### src/rtl/half_duplex_pin_ctrl.sv
// Half-duplex single-pin serial controller: shifts a byte out LSB first or samples one in,
// with a released-pad turnaround between directions.
module half_duplex_pin_ctrl #(
  parameter int unsigned BITLEN = 4,
  parameter int unsigned TURN   = 2
) (
  input  logic       clk,
  input  logic       reset_n,
  input  logic [7:0] tx_data,
  input  logic       tx_valid,
  output logic       tx_ready,
  input  logic       rx_req,
  output logic [7:0] rx_data,
  output logic       rx_valid,
  output logic       busy,
  output logic       pad_o,
  output logic       pad_t,
  input  logic       pad_i
);

  localparam int unsigned CNT_W  = 8;
  localparam int unsigned BIT_W  = 3;
  localparam int unsigned BYTE_W = 8;

  localparam logic [CNT_W-1:0] BIT_LAST  = CNT_W'(BITLEN - 1);
  localparam logic [CNT_W-1:0] TURN_LAST = CNT_W'(TURN - 1);
  localparam logic [CNT_W-1:0] SAMPLE_AT = CNT_W'(BITLEN / 2);
  localparam logic [BIT_W-1:0] BIT_MAX   = BIT_W'(7);

  typedef enum logic [2:0] {
    IDLE,
    TX_BIT,
    TX_TURN,
    RX_TURN,
    RX_BIT
  } state_e;

  state_e              state_q, state_d;
  logic [CNT_W-1:0]    cyc_q, cyc_d;
  logic [BIT_W-1:0]    bit_q, bit_d;
  logic [BYTE_W-1:0]   tx_shift_q, tx_shift_d;
  logic [BYTE_W-1:0]   rx_shift_q, rx_shift_d;
  logic [BYTE_W-1:0]   rx_data_q, rx_data_d;
  logic                rx_valid_q, rx_valid_d;
  logic                tx_ready_q, tx_ready_d;
  logic                busy_q, busy_d;
  logic                pad_o_q, pad_o_d;
  logic                pad_t_q, pad_t_d;
  logic                sync1_q, sync2_q;

  // Next-state, counter and datapath logic; outputs follow the next state so they are registered.
  always_comb begin
    state_d    = state_q;
    cyc_d      = cyc_q + CNT_W'(1);
    bit_d      = bit_q;
    tx_shift_d = tx_shift_q;
    rx_shift_d = rx_shift_q;
    rx_data_d  = rx_data_q;
    rx_valid_d = 1'b0;

    case (state_q)
      IDLE: begin
        cyc_d = '0;
        if (tx_valid && tx_ready_q) begin
          state_d    = TX_BIT;
          tx_shift_d = tx_data;
        end else if (rx_req && !tx_valid) begin
          state_d = RX_TURN;
        end
      end
      TX_BIT: begin
        if (cyc_q == BIT_LAST) begin
          cyc_d = '0;
          if (bit_q == BIT_MAX) begin
            state_d = TX_TURN;
          end else begin
            bit_d      = bit_q + BIT_W'(1);
            tx_shift_d = tx_shift_q >> 1;
          end
        end
      end
      TX_TURN: begin
        if (cyc_q == TURN_LAST) state_d = IDLE;
      end
      RX_TURN: begin
        if (cyc_q == TURN_LAST) state_d = RX_BIT;
      end
      RX_BIT: begin
        if (cyc_q == SAMPLE_AT) rx_shift_d[bit_q] = sync2_q;
        if (cyc_q == BIT_LAST) begin
          cyc_d = '0;
          if (bit_q == BIT_MAX) begin
            state_d    = IDLE;
            rx_valid_d = 1'b1;
            rx_data_d  = rx_shift_d;
          end else begin
            bit_d = bit_q + BIT_W'(1);
          end
        end
      end
      default: state_d = IDLE;
    endcase

    // Both counters restart on every state entry.
    if (state_d != state_q) begin
      cyc_d = '0;
      bit_d = '0;
    end

    tx_ready_d = (state_d == IDLE);
    busy_d     = (state_d != IDLE);
    pad_t_d    = (state_d != TX_BIT);
    pad_o_d    = (state_d == TX_BIT) ? tx_shift_d[0] : 1'b1;
  end

  always_ff @(posedge clk or negedge reset_n) begin
    if (!reset_n) begin
      state_q    <= IDLE;
      cyc_q      <= '0;
      bit_q      <= '0;
      tx_shift_q <= '0;
      rx_shift_q <= '0;
      rx_data_q  <= '0;
      rx_valid_q <= 1'b0;
      tx_ready_q <= 1'b0;
      busy_q     <= 1'b0;
      pad_o_q    <= 1'b1;
      pad_t_q    <= 1'b1;
      sync1_q    <= 1'b1;
      sync2_q    <= 1'b1;
    end else begin
      state_q    <= state_d;
      cyc_q      <= cyc_d;
      bit_q      <= bit_d;
      tx_shift_q <= tx_shift_d;
      rx_shift_q <= rx_shift_d;
      rx_data_q  <= rx_data_d;
      rx_valid_q <= rx_valid_d;
      tx_ready_q <= tx_ready_d;
      busy_q     <= busy_d;
      pad_o_q    <= pad_o_d;
      pad_t_q    <= pad_t_d;
      sync1_q    <= pad_i;
      sync2_q    <= sync1_q;
    end
  end

  assign tx_ready = tx_ready_q;
  assign rx_data  = rx_data_q;
  assign rx_valid = rx_valid_q;
  assign busy     = busy_q;
  assign pad_o    = pad_o_q;
  assign pad_t    = pad_t_q;

endmodule

### config.mk
export PLATFORM = sky130hd
export DESIGN_NAME = half_duplex_pin_ctrl
export DESIGN_NICKNAME = d
export VERILOG_FILES = /design/src/rtl/half_duplex_pin_ctrl.sv
export SDC_FILE = /design/constraint.sdc
export NUM_CORES = 1
export LEC_CHECK = 0
export CORE_MARGIN = 1
export CORE_UTILIZATION = 53
export DETAILED_ROUTE_END_ITERATION = 6
export PLACE_DENSITY_LB_ADDON = 0.15
export SETUP_SLACK_MARGIN = 0.4
export SYNTH_ARGS = -nofsm -noshare
export SYNTH_HDL_FRONTEND = slang
export SYNTH_SLANG_ARGS = --single-unit
### constraint.sdc
create_clock -name clk -period 4.41 [get_ports clk]
set_clock_uncertainty 0.05 [all_clocks]
set_input_delay 0.882 -clock clk [delete_from_list [all_inputs] [get_ports clk]]
set_output_delay 0.882 -clock clk [all_outputs]
set_load 0.05 [all_outputs]
Fig. 1: run 1, placement view
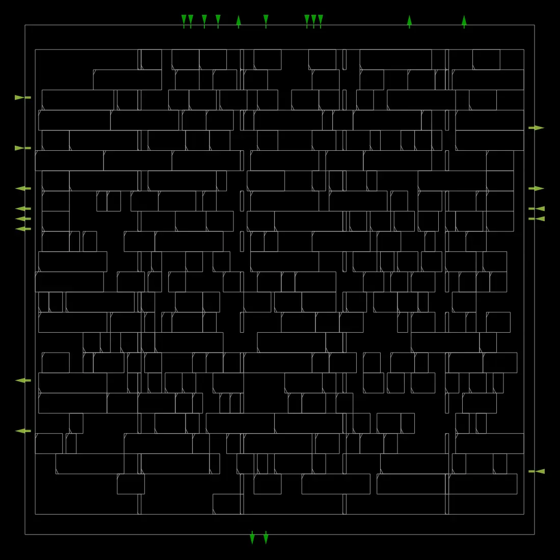
sequential fraction of total cell area: 42.1%
count of standard-cell rows: 23

Fig. 2: run 1, cell area per tile
The die is cut into 7 by 7 equal tiles; white is low, dark blue is high, 0 to 100% covered.
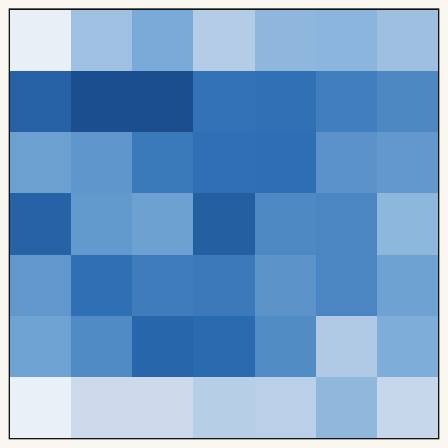
fullest tile	88%
mean over tiles	56%
densest ninth of the die	centre
tiles over 75% full	14%

==> results_slide.txt, run 1 <==
Flow Results at a Glance

Clock network
  • Number of buffers added to fix hold violations after cts: 0
  • Post-CTS resize count: 0
  • Insertion delay at the late pin of the worst-skew pair: 0.29 ns

Detailed routing
  • Post-Route WL: 4.27 mm
  • Met2 wire length: 1.94 mm
  • Wire length on met1: between 2 and 2.5 mm
  • 1st-pass router iterations: 4

Die
  • Die extent in y: 68.6 um
  • Placeable core region: ~4100 sq um

Layout
  • Most instantiated logic cell after routing: dfrtp_1
  • Layout-stage area growth over the synthesis result: 14.2%
  • Final layout net count: around 260

Flow run
  • Total of max-cap violations: 0

Placement
  • HPWL after DPL: 2.99 mm
  • Number of buffers added on ports: 25

GRT
  • Global route total overflow: 0
  • First-pass GRT wire length: around 7.0 mm
  • Number of antenna violations at the first check in global routing: 0
  • Largest net degree at the start of global routing: around 46

Logic synthesis
  • Post-synth regs: 45
  • Netlist area before placement: 2350 sq um
  • Post-synthesis share of cell area spent on and, or, nand and nor gates: 23.8%
  • Count of library flops with an enable pin: 0
  • Dominant register cell in the synthesized netlist: dfrtp_1
  • Gate count after technology mapping: roughly 220
  • Number of cells in the yosys synthesis report: approximately 220
  • Sequential element share of the synthesized area: between 40% and 50%
  • Count leader, synth: dfrtp_1
  • XOR-XNOR Cells, Area Fraction: 2.98%
  • Syn avg cell area: 10.5 sq um
  • Post-synthesis mux area share: under 10%

Status
  • Run status: finished clean

Worst setup path
  • Peak per-stage delay on the critical path: approximately 0.8 ns
  • Category of the most critical setup path: flip-flop to output port
  • Worst Setup Start Kind: flip-flop
  • Highest net fanout along the worst path: 1
  • Data arrival time of the critical path: 1.60 ns
  • Required arrival time at the worst endpoint: about 3.5 ns

Timing
  • Sum of negative setup slack: 0 ns
Fig. 3: run 1, I/O pins on the die edge
Bar = 20 um. Pins as bars across the die edge, other pins in grey.
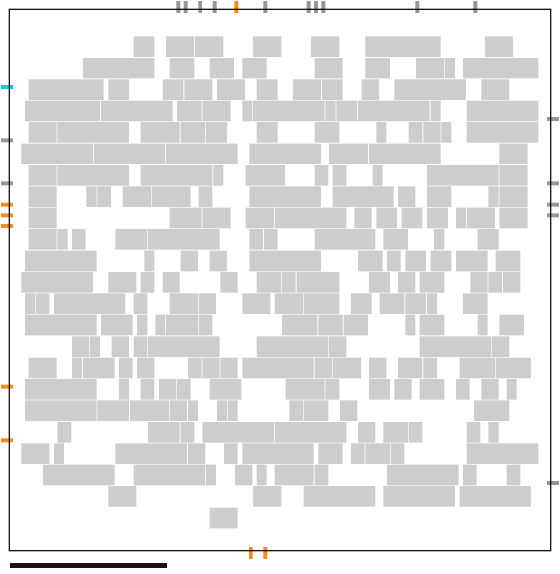
port	colour	pins	direction	edge
`clk`	cyan	1	input	west
`rx_data`	orange	8	output	5 west, 2 south, 1 north
all pins by edge	11 north, 8 west, 5 east, 2 south

## run 1: metrics by stage
stage	hold slack, ns	power [uW]	util [%]	cells	cell area (sq um)
floorplan	0.295	947	-	223	2350
CTS	0.312	1320	65.2	291	2680
finish	0.312	1310	65.2	291	2680
global placement	0.300	1040	62.8	283	2580
global route	0.319	1400	65.2	291	2680
detailed placement	0.298	1050	62.8	283	2580
## run 1: flip-flops by register name, indices dropped and copies added, names as in the netlist
| name | count |
|---|---|
| state_q | 3 |
| rx_shift_q | 8 |
| pad_t | 1 |
| sync1_q | 1 |
| sync2_q | 1 |
| pad_o | 1 |
| tx_shift_q | 8 |
| rx_valid | 1 |
| bit_q | 3 |
| rx_data | 8 |
| tx_ready | 1 |
| cyc_q | 8 |
| busy | 1 |
## run 1: area by class of cell
| type | instances | area, sq um |
|---|---|---|
| Fill cell | 350 | 1430 |
| Clock inverter | 1 | 5.00 |
| Tap cell | 50 | 62.6 |
| Multi-Input combinational cell | 156 | 1110 |
| Clock buffer | 7 | 96.3 |
| Sequential cell | 45 | 1130 |
| Inverter | 6 | 22.5 |
| Timing Repair Buffer | 26 | 253 |
## run 1: report_power, final
part           total, uW  internal [uW]  leakage, uW  switching [uW]
Clock                269            141    0.0000542             128
Sequential           580            496     0.000595            83.9
Combinational        461            183     0.000611             278
Total               1310            820      0.00126             490
## run 1: final timing paths
check / to / slack [ns] / depth (start not counted)
min in group asynchronous: cyc_q[1] / 0.68 / 1
worst min-delay path: sync2_q / 0.31 / 0
worst min register to register: sync2_q / 0.31 / 0
worst max-delay path: pad_o / 1.87 / 1
worst max register to register: bit_q[2] / 1.91 / 6
max in group asynchronous: rx_data[4] / 3.02 / 1
Fig. 4: run 1, sizing map
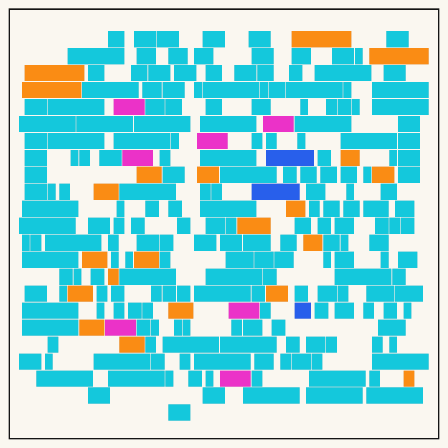

--- run 2 (diff from run 1) ---
Clock period 4.41 ns to 2.6 ns, I/O delays scaled along.
Fig. 5: run 2, sizing map
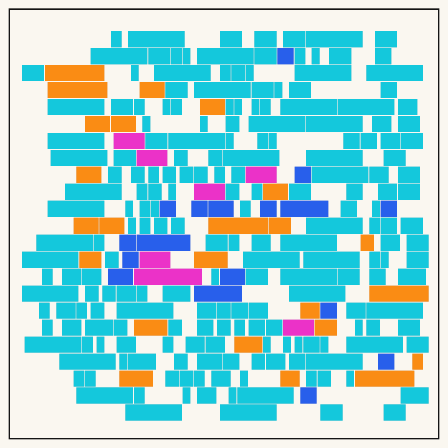
size	colour	cells
x1 and smaller	cyan	203
x2	orange	24
x6 and larger	magenta	7
x3 and x4	blue	17

==> results_slide.txt, run 2 <==
Flow Results at a Glance

Timing
  • Sum of negative setup slack: 0 ns

Worst setup path
  • Category of the most critical setup path: flip-flop to flip-flop
  • Endpoint of the most critical setup path: bit_q[2]
  • Required arrival time at the worst endpoint: 2.76 ns
  • Data arrival time of the critical path: around 2.3 ns
  • Worst Setup Start Kind: flip-flop
  • Peak per-stage delay on the critical path: 0.46 ns
  • Highest net fanout along the worst path: 3
  • Flop-to-flop setup slack: 0.46 ns
  • FF-to-FF path depth: 6

Die
  • Number of well taps: 50
  • Placeable core region: 4120 sq um
  • Count of standard-cell rows: 23

Layout
  • Area taken by flip-flops and latches: 1130 sq um
  • Most instantiated logic cell after routing: dfrtp_1
  • Non-clock buffer instance count of the final layout: 36
  • Sequential fraction of total cell area: 40.2%
  • Portion of the layout cell area used by non-clock buffers: 11.8%
  • Final layout net count: 268
  • Tally of clock buffers in the finished layout: 7
  • Logic cell area: 1150 sq um
  • Final Instance Area: between 2000 and 3000 sq um
  • Layout multi-input combinational cell count: 156
  • Count of flip-flops and latches: 45
  • Final-layout fill cell count: between 300 and 400
  • Area fraction of clock buffers and clock inverters: 4.13%

Logic synthesis
  • Most instantiated cells after synthesis: dfrtp_1, nor2_1, nor3_1, nand3_1
  • Count leader, synth: dfrtp_1
  • Netlist area before placement: between 2000 and 2500 sq um
  • Dominant register cell in the synthesized netlist: dfrtp_1
  • Cell type with the highest aggregate area in the netlist: dfrtp_1
  • Post-synth regs: around 45
  • Sequential element share of the synthesized area: 48.1%
  • Syn avg cell area: about 11 sq um
  • Gate count after technology mapping: 223

Clock network
  • Number of buffers added to fix hold violations after cts: 0

GRT
  • Largest net degree at the start of global routing: 18
  • Global route total overflow: 0
  • First-pass GRT wire length: 7.66 mm
  • Number of antenna violations at the first check in global routing: 0

Placement
  • Post-placement cell area: approximately 2700 sq um
  • Number of buffers added on ports: 25
  • HPWL after DPL: 3.35 mm

Detailed routing
  • Vias after detailed routing: approximately 1.8k
  • Met2 wire length: 2.16 mm
  • 1st-pass router iterations: 4
  • Wire length on met1: 2.23 mm

Flow run
  • Total of max-cap violations: 0

Status
  • Run status: finished clean
## run 2: cell counts after synthesis
Identical to the previous run, type by type.
## run 2: worst min path at each step
stage | startpoint | endpoint | slack (ns) | cells past startpoint
floorplan | reset_n | bit_q[0] | 0.17 | 0
global placement | sync1_q | sync2_q | 0.30 | 0
detailed placement | sync1_q | sync2_q | 0.30 | 0
CTS | reset_n | bit_q[1] | 0.07 | 1
global route | reset_n | tx_shift_q[0] | 0.09 | 1
finish | reset_n | tx_shift_q[0] | 0.06 | 1
## run 2: power breakdown
part,switching (uW),internal (uW)
registers,110,843
logic,544,382
clock network,227,313
total,880,1540
## run 2: worst reg2reg max path, delay by kind of cell (launching register included)
family,cells,cell delay (ns)
mux,1,0.15
flops,1,0.41
simple gates,3,1.04
fa+ha+maj,2,0.41
## run 2: logic make-up (layout without fill, tap and decap cells)
kind of cell	after synthesis	count (layout)	share of synthesized area, %
fa+ha+maj	5	5	2.66
buf+inv	22	50	4.47
simple gates	92	92	23.8
flops	45	45	48.1
compound gates	35	35	10.7
xor+xnor	8	8	2.98
mux	16	16	7.24
## run 2: metrics by stage
step / hold slack (ns) / power, uW / utilization [%] / setup WS [ns] / cells
after global placement: 0.296 / 1820 / 64.5 / 0.316 / 292
after CTS: 0.0747 / 2400 / 67.8 / 0.386 / 301
after global routing: 0.0867 / 2570 / 68.5 / 0.407 / 301
final: 0.0628 / 2420 / 68.5 / 0.457 / 301
after detailed placement: 0.301 / 1840 / 64.5 / 0.206 / 292
after floorplan: 0.174 / 1610 / - / 0.489 / 223
## run 2: what timing repair did
action	CTS	global route
pin swaps	0	3
gates resized	3	8
buffers inserted	1	0
gates cloned	0	0
endpoints found under the setup margin	6	31
Power figures rest on the tool's default switching activity, not on a simulated workload.
